===== src/rtl/extend_extractor.sv =====
// extend_extractor: receive-side partner of the extend-bit replacer.
// Walks the video byte stream MSB-first under control of the count stream
// ({ext, skip[6:0]}), pulls out each flagged bit, restores its polarity and
// packs the recovered bits MSB-first into bytes for the sign output FIFO.
module extend_extractor #(
  parameter bit INVERT  = 1'b1,
  parameter bit PAD_BIT = 1'b0
) (
  input  logic       clk,
  input  logic       rst,
  input  logic       clk_en,
  input  logic [7:0] vid_in,
  input  logic       vid_empty,
  output logic       vid_rd,
  input  logic [7:0] cnt_in,
  input  logic       cnt_empty,
  output logic       cnt_rd,
  input  logic       flush_in,
  input  logic       out_afull,
  output logic [7:0] sign_out,
  output logic       sign_wr,
  output logic       busy
);

  // Holding registers for the FIFO words (data only, no reset needed).
  logic [7:0] byte_q, byte_d;
  logic [7:0] cnt_q, cnt_d;

  // Control state.
  logic       byte_vld_q, byte_vld_d;
  logic       cnt_vld_q, cnt_vld_d;
  logic       vid_pend_q, vid_pend_d;
  logic       cnt_pend_q, cnt_pend_d;
  logic [3:0] rem_q, rem_d;
  logic [7:0] acc_q, acc_d;
  logic [2:0] acc_cnt_q, acc_cnt_d;
  logic [7:0] sign_out_q, sign_out_d;
  logic       sign_wr_q, sign_wr_d;

  // Combinational helpers.
  logic       module_en;
  logic       do_op;
  logic       ext;
  logic [6:0] skip;
  logic [6:0] rem_ext;
  logic [3:0] rem_left;
  logic       byte_consume;
  logic       cnt_consume;
  logic       ext_fire;
  logic       ext_bit;
  logic       bit_val;
  logic [7:0] acc_next;
  logic [3:0] acc_cnt_next;
  logic       vid_rd_c;
  logic       cnt_rd_c;

  // Fill the unused LSBs of a partial byte with the pad value.
  function automatic logic [7:0] pad_fill(input logic [7:0] acc, input logic [3:0] used);
    logic [7:0] r;
    r = acc;
    for (int i = 0; i < 8; i++) begin
      if (i + int'(used) < 8) r[i] = PAD_BIT;
    end
    return r;
  endfunction

  // Decode the current operation, FIFO reads and the packing path.
  always_comb begin
    module_en    = clk_en & ~out_afull;
    ext          = cnt_q[7];
    skip         = cnt_q[6:0];
    rem_ext      = {3'b000, rem_q};
    rem_left     = rem_q - skip[3:0] - 4'd1;
    do_op        = module_en & byte_vld_q & cnt_vld_q;

    byte_d       = byte_q;
    cnt_d        = cnt_q;
    byte_vld_d   = byte_vld_q;
    cnt_vld_d    = cnt_vld_q;
    vid_pend_d   = vid_pend_q;
    cnt_pend_d   = cnt_pend_q;
    rem_d        = rem_q;
    acc_d        = acc_q;
    acc_cnt_d    = acc_cnt_q;
    sign_out_d   = sign_out_q;
    sign_wr_d    = 1'b0;
    byte_consume = 1'b0;
    cnt_consume  = 1'b0;
    ext_fire     = 1'b0;
    ext_bit      = 1'b0;

    if (do_op) begin
      if (skip >= rem_ext) begin
        // SKIP_BYTE: the target lies beyond this byte; keep the count.
        cnt_d        = {ext, skip - rem_ext};
        byte_consume = 1'b1;
        rem_d        = 4'd8;
      end else if (ext) begin
        // EXTRACT: the marked bit sits at index rem-1-skip.
        ext_bit     = byte_q[rem_left[2:0]];
        ext_fire    = 1'b1;
        cnt_consume = 1'b1;
        if (rem_left == 4'd0) begin
          byte_consume = 1'b1;
          rem_d        = 4'd8;
        end else begin
          rem_d = rem_left;
        end
      end else begin
        // ADVANCE: plain skip inside the byte (skip=0 is a no-op consume).
        cnt_consume = 1'b1;
        rem_d       = rem_q - skip[3:0];
      end
    end

    vid_rd_c = ~rst & module_en & ~vid_empty & (~byte_vld_q | byte_consume) & ~vid_pend_q;
    cnt_rd_c = ~rst & module_en & ~cnt_empty & (~cnt_vld_q | cnt_consume) & ~cnt_pend_q;

    if (module_en) begin
      if (byte_consume) byte_vld_d = 1'b0;
      if (cnt_consume)  cnt_vld_d  = 1'b0;
      if (vid_pend_q) begin
        byte_d     = vid_in;
        byte_vld_d = 1'b1;
      end
      if (cnt_pend_q) begin
        cnt_d     = cnt_in;
        cnt_vld_d = 1'b1;
      end
      vid_pend_d = vid_rd_c;
      cnt_pend_d = cnt_rd_c;
    end

    bit_val      = INVERT ? ~ext_bit : ext_bit;
    acc_next     = acc_q;
    acc_cnt_next = {1'b0, acc_cnt_q};
    if (ext_fire) begin
      acc_next[3'd7 - acc_cnt_q] = bit_val;
      acc_cnt_next               = {1'b0, acc_cnt_q} + 4'd1;
    end

    if (module_en) begin
      if (acc_cnt_next == 4'd8) begin
        // A full byte always wins over a simultaneous flush.
        sign_out_d = acc_next;
        sign_wr_d  = 1'b1;
        acc_d      = 8'h00;
        acc_cnt_d  = 3'd0;
      end else if (flush_in && (acc_cnt_next != 4'd0)) begin
        sign_out_d = pad_fill(acc_next, acc_cnt_next);
        sign_wr_d  = 1'b1;
        acc_d      = 8'h00;
        acc_cnt_d  = 3'd0;
      end else begin
        acc_d     = acc_next;
        acc_cnt_d = acc_cnt_next[2:0];
      end
    end
  end

  // Data holding registers.
  always_ff @(posedge clk) begin
    byte_q <= byte_d;
    cnt_q  <= cnt_d;
  end

  // Control, position and packing state with asynchronous reset.
  always_ff @(posedge clk or posedge rst) begin
    if (rst) begin
      byte_vld_q <= 1'b0;
      cnt_vld_q  <= 1'b0;
      vid_pend_q <= 1'b0;
      cnt_pend_q <= 1'b0;
      rem_q      <= 4'd8;
      acc_q      <= 8'h00;
      acc_cnt_q  <= 3'd0;
      sign_out_q <= 8'h00;
      sign_wr_q  <= 1'b0;
    end else begin
      byte_vld_q <= byte_vld_d;
      cnt_vld_q  <= cnt_vld_d;
      vid_pend_q <= vid_pend_d;
      cnt_pend_q <= cnt_pend_d;
      rem_q      <= rem_d;
      acc_q      <= acc_d;
      acc_cnt_q  <= acc_cnt_d;
      sign_out_q <= sign_out_d;
      sign_wr_q  <= sign_wr_d;
    end
  end

  assign vid_rd   = vid_rd_c;
  assign cnt_rd   = cnt_rd_c;
  assign sign_out = sign_out_q;
  assign sign_wr  = sign_wr_q;
  assign busy     = byte_vld_q | cnt_vld_q | (acc_cnt_q != 3'd0);

endmodule


===== config.mk =====
export PLATFORM = sky130hd
export DESIGN_NAME = extend_extractor
export DESIGN_NICKNAME = d
export VERILOG_FILES = /design/src/rtl/extend_extractor.sv
export SDC_FILE = /design/constraint.sdc
export NUM_CORES = 1
export LEC_CHECK = 0
export CORE_UTILIZATION = 42
export CTS_CLUSTER_SIZE = 10
export DETAILED_ROUTE_END_ITERATION = 10
export SYNTH_ARGS = -nofsm -noshare
export SYNTH_HDL_FRONTEND = slang
export SYNTH_SLANG_ARGS = --single-unit

===== constraint.sdc =====
create_clock -name clk -period 7.9 [get_ports clk]
set_input_delay 1.58 -clock clk [delete_from_list [all_inputs] [get_ports clk]]
set_output_delay 1.58 -clock clk [all_outputs]
set_load 0.02 [all_outputs]

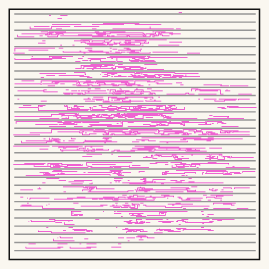
Fig. 1. Signal wires on met1.
Drawn at 3 px/µm. Supply wires on this layer in grey.
main direction	horizontal
wire length on this layer	3420 µm
share of all routed wire	52%

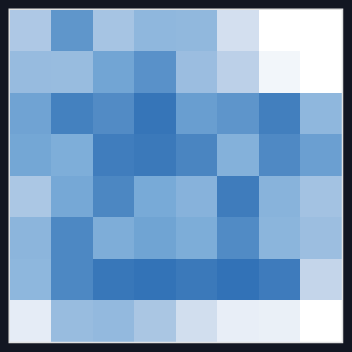
Fig. 2. Placement density heat map.
Drawn at 4 px/µm. 8 x 8 tiles, from white (low) to dark blue (high), 0 to 100% covered.
fullest tile	73%
densest ninth of the die	middle
mean over tiles	45%
emptiest ninth of the die	top right
nearly empty tiles	6.2%

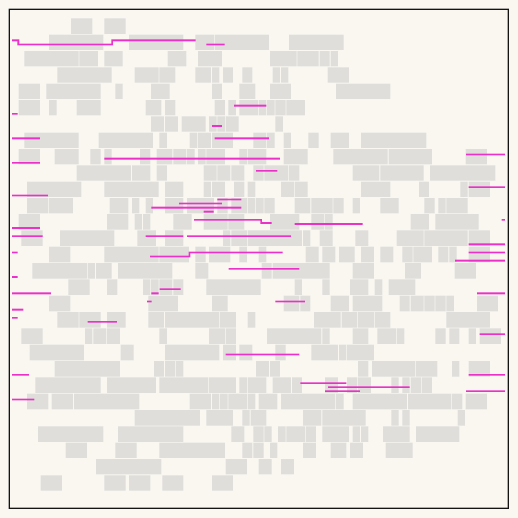
Fig. 3. Met3 routing.
Drawn at 6 px/µm.
share of all routed wire	5.1%
nets with wire on the layer	44

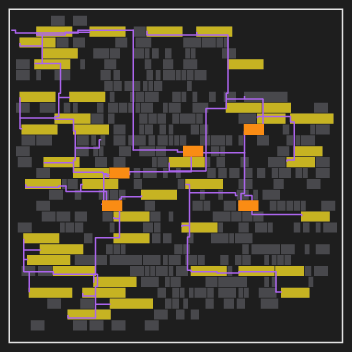
Fig. 4. Routed clock nets over the placement.
Drawn at 4 px/µm.
[flip-flops] yellow | count: 43
[cells driving clock nets] orange | count: 5
[clock wires] purple | length: 593 µm
routed clock nets	6
flops lie	widely spread

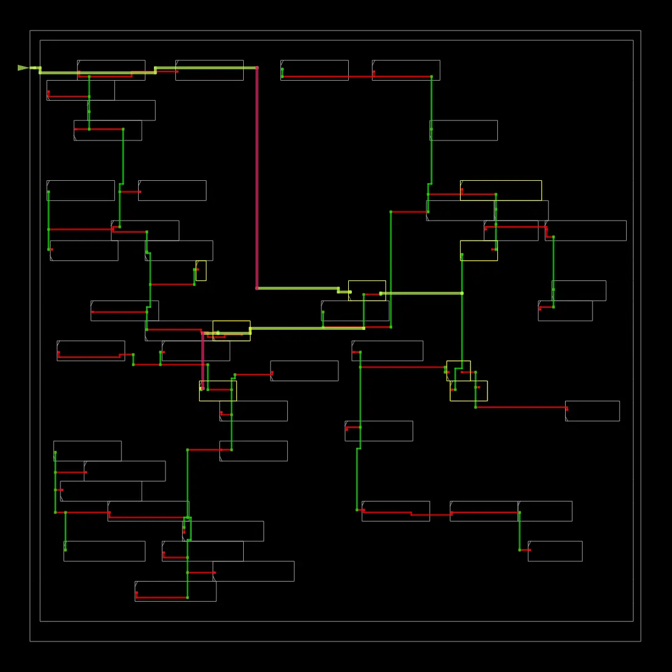
Fig. 5. Clock wiring as the flow saved it.
clock network power: 176 µW
CLK BUF: 5
flop count: 43
total clock sinks: 43

==> worst min-delay path, stage by stage (launching register included) <==
cell and delay [ps]:
dfrtp_1 350, nand2_1 50, o31ai_1 60
==> worst min-delay path by stage <==
stage                              to  slack (ps)         from  depth (start not counted)
after floorplan              acc_q[5]         450     acc_q[5]                          2
after global placement       acc_q[5]         470     acc_q[5]                          2
after detailed placement  sign_out[5]         470  sign_out[5]                          2
after CTS                    acc_q[4]         500     acc_q[4]                          1
after global routing         acc_q[5]         530     acc_q[5]                          2
final                     sign_out[5]         500  sign_out[5]                          2
==> where the power goes <==
part	switching, mW	internal, mW	leakage, nW
sequential	0.0487	0.272	0.492
combinational	0.362	0.255	0.731
clock	0.0819	0.0944	0.0562
total	0.493	0.622	1.28
==> metrics by stage <==
stage / setup WS [ps] / util, % / power (mW) / std cells / hold slack (ps)
finish: 2280 / 50.6 / 1.11 / 399 / 496
global route: 2120 / 50.6 / 1.20 / 399 / 528
CTS: 2280 / 50.6 / 1.12 / 399 / 501
detailed placement: 2300 / 48.9 / 0.938 / 391 / 469
global placement: 2380 / 48.9 / 0.935 / 391 / 468
floorplan: 3520 / - / 0.807 / 297 / 450
==> per-layer routing <==
| layer | track usage [%] | vias to the layer above |
|---|---|---|
| met5 | 0 | - |
| met4 | 4.70 | 0 |
| met3 | 3.38 | 4 |
| met2 | 28.7 | 74 |
| met1 | 30.7 | 1118 |
| li1 | - | 1133 |
==> sequential cells by signal, summed over array words and instances, names as in the netlist <==
name,cells
acc_cnt_q,3
acc_q,7
byte_q,8
byte_vld_q,1
cnt_pend_q,1
cnt_q,8
cnt_vld_q,1
rem_q,4
sign_out,8
sign_wr,1
vid_pend_q,1
==> CHANGELOG.md <==
## Flow update

* Resized cells post-CTS at 0
* Chip height at 82.9 µm
* Reg2reg setup slack at 4360 ps
* OpenROAD warning count at 31
* First-pass GRT wire length at about 11 mm
* Post-synthesis cell count at between 200 and 300
* Fin. Hold Viols at 0
* Synth Area in XOR/XNOR at 3.18%
* Critical Path AT at around 4000 ps
* Status: complete, no violations
* Nonclk inv count at 18
* CTS root buffer: clkbuf_8
* Post-synth EDFFs at 9
* Syn_area_per_cell at roughly 9 µm²
* Synthesis Warnings at 0
* Port Buffers at 34
* Die x size at 82.9 µm
* WP buf/inv at 2
* Adder Share, Synth at 6.46%
* FF/Latch Area at 1090 µm²
* Via density at approximately 5.8
* N_diodes at 0
* Overflow after GRT at 0
* Max IR drop VDD at 0.212 mV
* Yosys chip area at 2750 µm²
* Synth unique cells at 64
* Nets at around 360
* Crit path to: vid_rd
* Crit path capture type: output port
* Syn_nets at about 330
* Fraction of area in multi-input gates at between 40% and 50%
* Top post-synthesis cells by count: nand2_1, dfrtp_1, o21ai_0
* Count of non-CTS buffers in the layout at 35
* Path depth of the worst reg2reg path at 11
* R2r endpoint: sign_out[2]
* Die area at 6880 µm²
* Drt wl/cell at 16.5 µm
* Placed cell area at 3100 µm²
* Clock Pin Slew Worst Setup and Hold Paths at around 90 ps
* Worst Max-Slew Pin Slew at 1040 ps
* Largest net degree at the start of global routing at 28
* Global Route Usage Sum at 19.8%
* Yosys reg bits at about 43
* Design area at 3220 µm²
* DP HPWL at 4.66 mm
* Starting Density at between 40% and 50%
* Top cells by area: dfrtp_1, edfxtp_1, dfxtp_1
* Pre-antenna DRT Iters at 5
* Final Slew Violations at 0
* Worst r2r src: rem_q[0]
* Crit-path leading delay family: buffers and inverters
* Num rows at 29
* Levels on crit path at 6
* Crit-path slowest cell: clkdlybuf4s50_1
* TNS Setup at 0 ps
* FMAX at 0.178 GHz
* Clk_lat worst skew at ~300 ps
* Critical path's most frequent cell: clkdlybuf4s50_1
* Top logic family: simple AND/OR/NAND/NOR gates
* Initial antenna violation count at 0
* Max Cap Viol at 0
* Hold Path Class: reg2reg
* Number of global-route vias before repair at 2174
* Routed wl met3 at 333 µm
* Pwr/cell area at between 300 and 400 nW/µm²
* Drt initial violations at ~130
* Pleak at 1.28 nW
* Met1 WL at 3.42 mm
* Antenna Violating Nets Remaining at 0
* Relative slew margins at 30.3%
* NonClk Buf Share at 10.8%
* Synth top cell by count: nand2_1
* MUX area fraction at 5.14%
* Setup Fix Bufs, Post-CTS at 0
* Logic area at 1510 µm²
* Mapped Area at 2750 µm²
* Top Layout Cells: clkdlybuf4s50_1, nand2_1, dfrtp_1
* Well Taps at 77
* Commonest flop: dfrtp_1
* Area delta synth->final at 16.9%
* CTS buffer count at 5
* Area leader, netlist: dfrtp_1
* Data required, critical path at ~6300 ps
* Seq/total area at 33.8%
* Total number of vias at 2329
* Clock Skews at a little under 9 ps
* Top sig layer: met4
* Crit path kind: in2out
* CP peak stage delay at around 600 ps
* Core region area at 6350 µm²
* DRC at 0
* Mi-comb count at 218
* CP Launch Point: out_afull
* Layout cells sized above 1 at 8.39%
* RSZ-0062 raised after global routing: false
* Crit-path cells: clkdlybuf4s50_1 > and4b_1 > o21ai_1 > a21boi_0 > a31o_2 > clkdlybuf4s50_1
* Clock buf/inv share at 3.46%
* # Cells Yosys at 297
* Final wirelength at approximately 6.6 mm
* CTS Hold Bufs at 0
* Min cycle time layout at between 5000 and 6000 ps
* Post-synthesis compound-gate area fraction at 19.6%
* Number of H-tree levels at 2
* Met2 wire len at 2.79 mm
* Filler instances at between 500 and 600
* Placer Congestion at 0.851
* Commonest Layout Cell: clkdlybuf4s50_1
* Biggest Area Class: logic gates
No activity file was given, so power comes from the tool's default toggle rates.
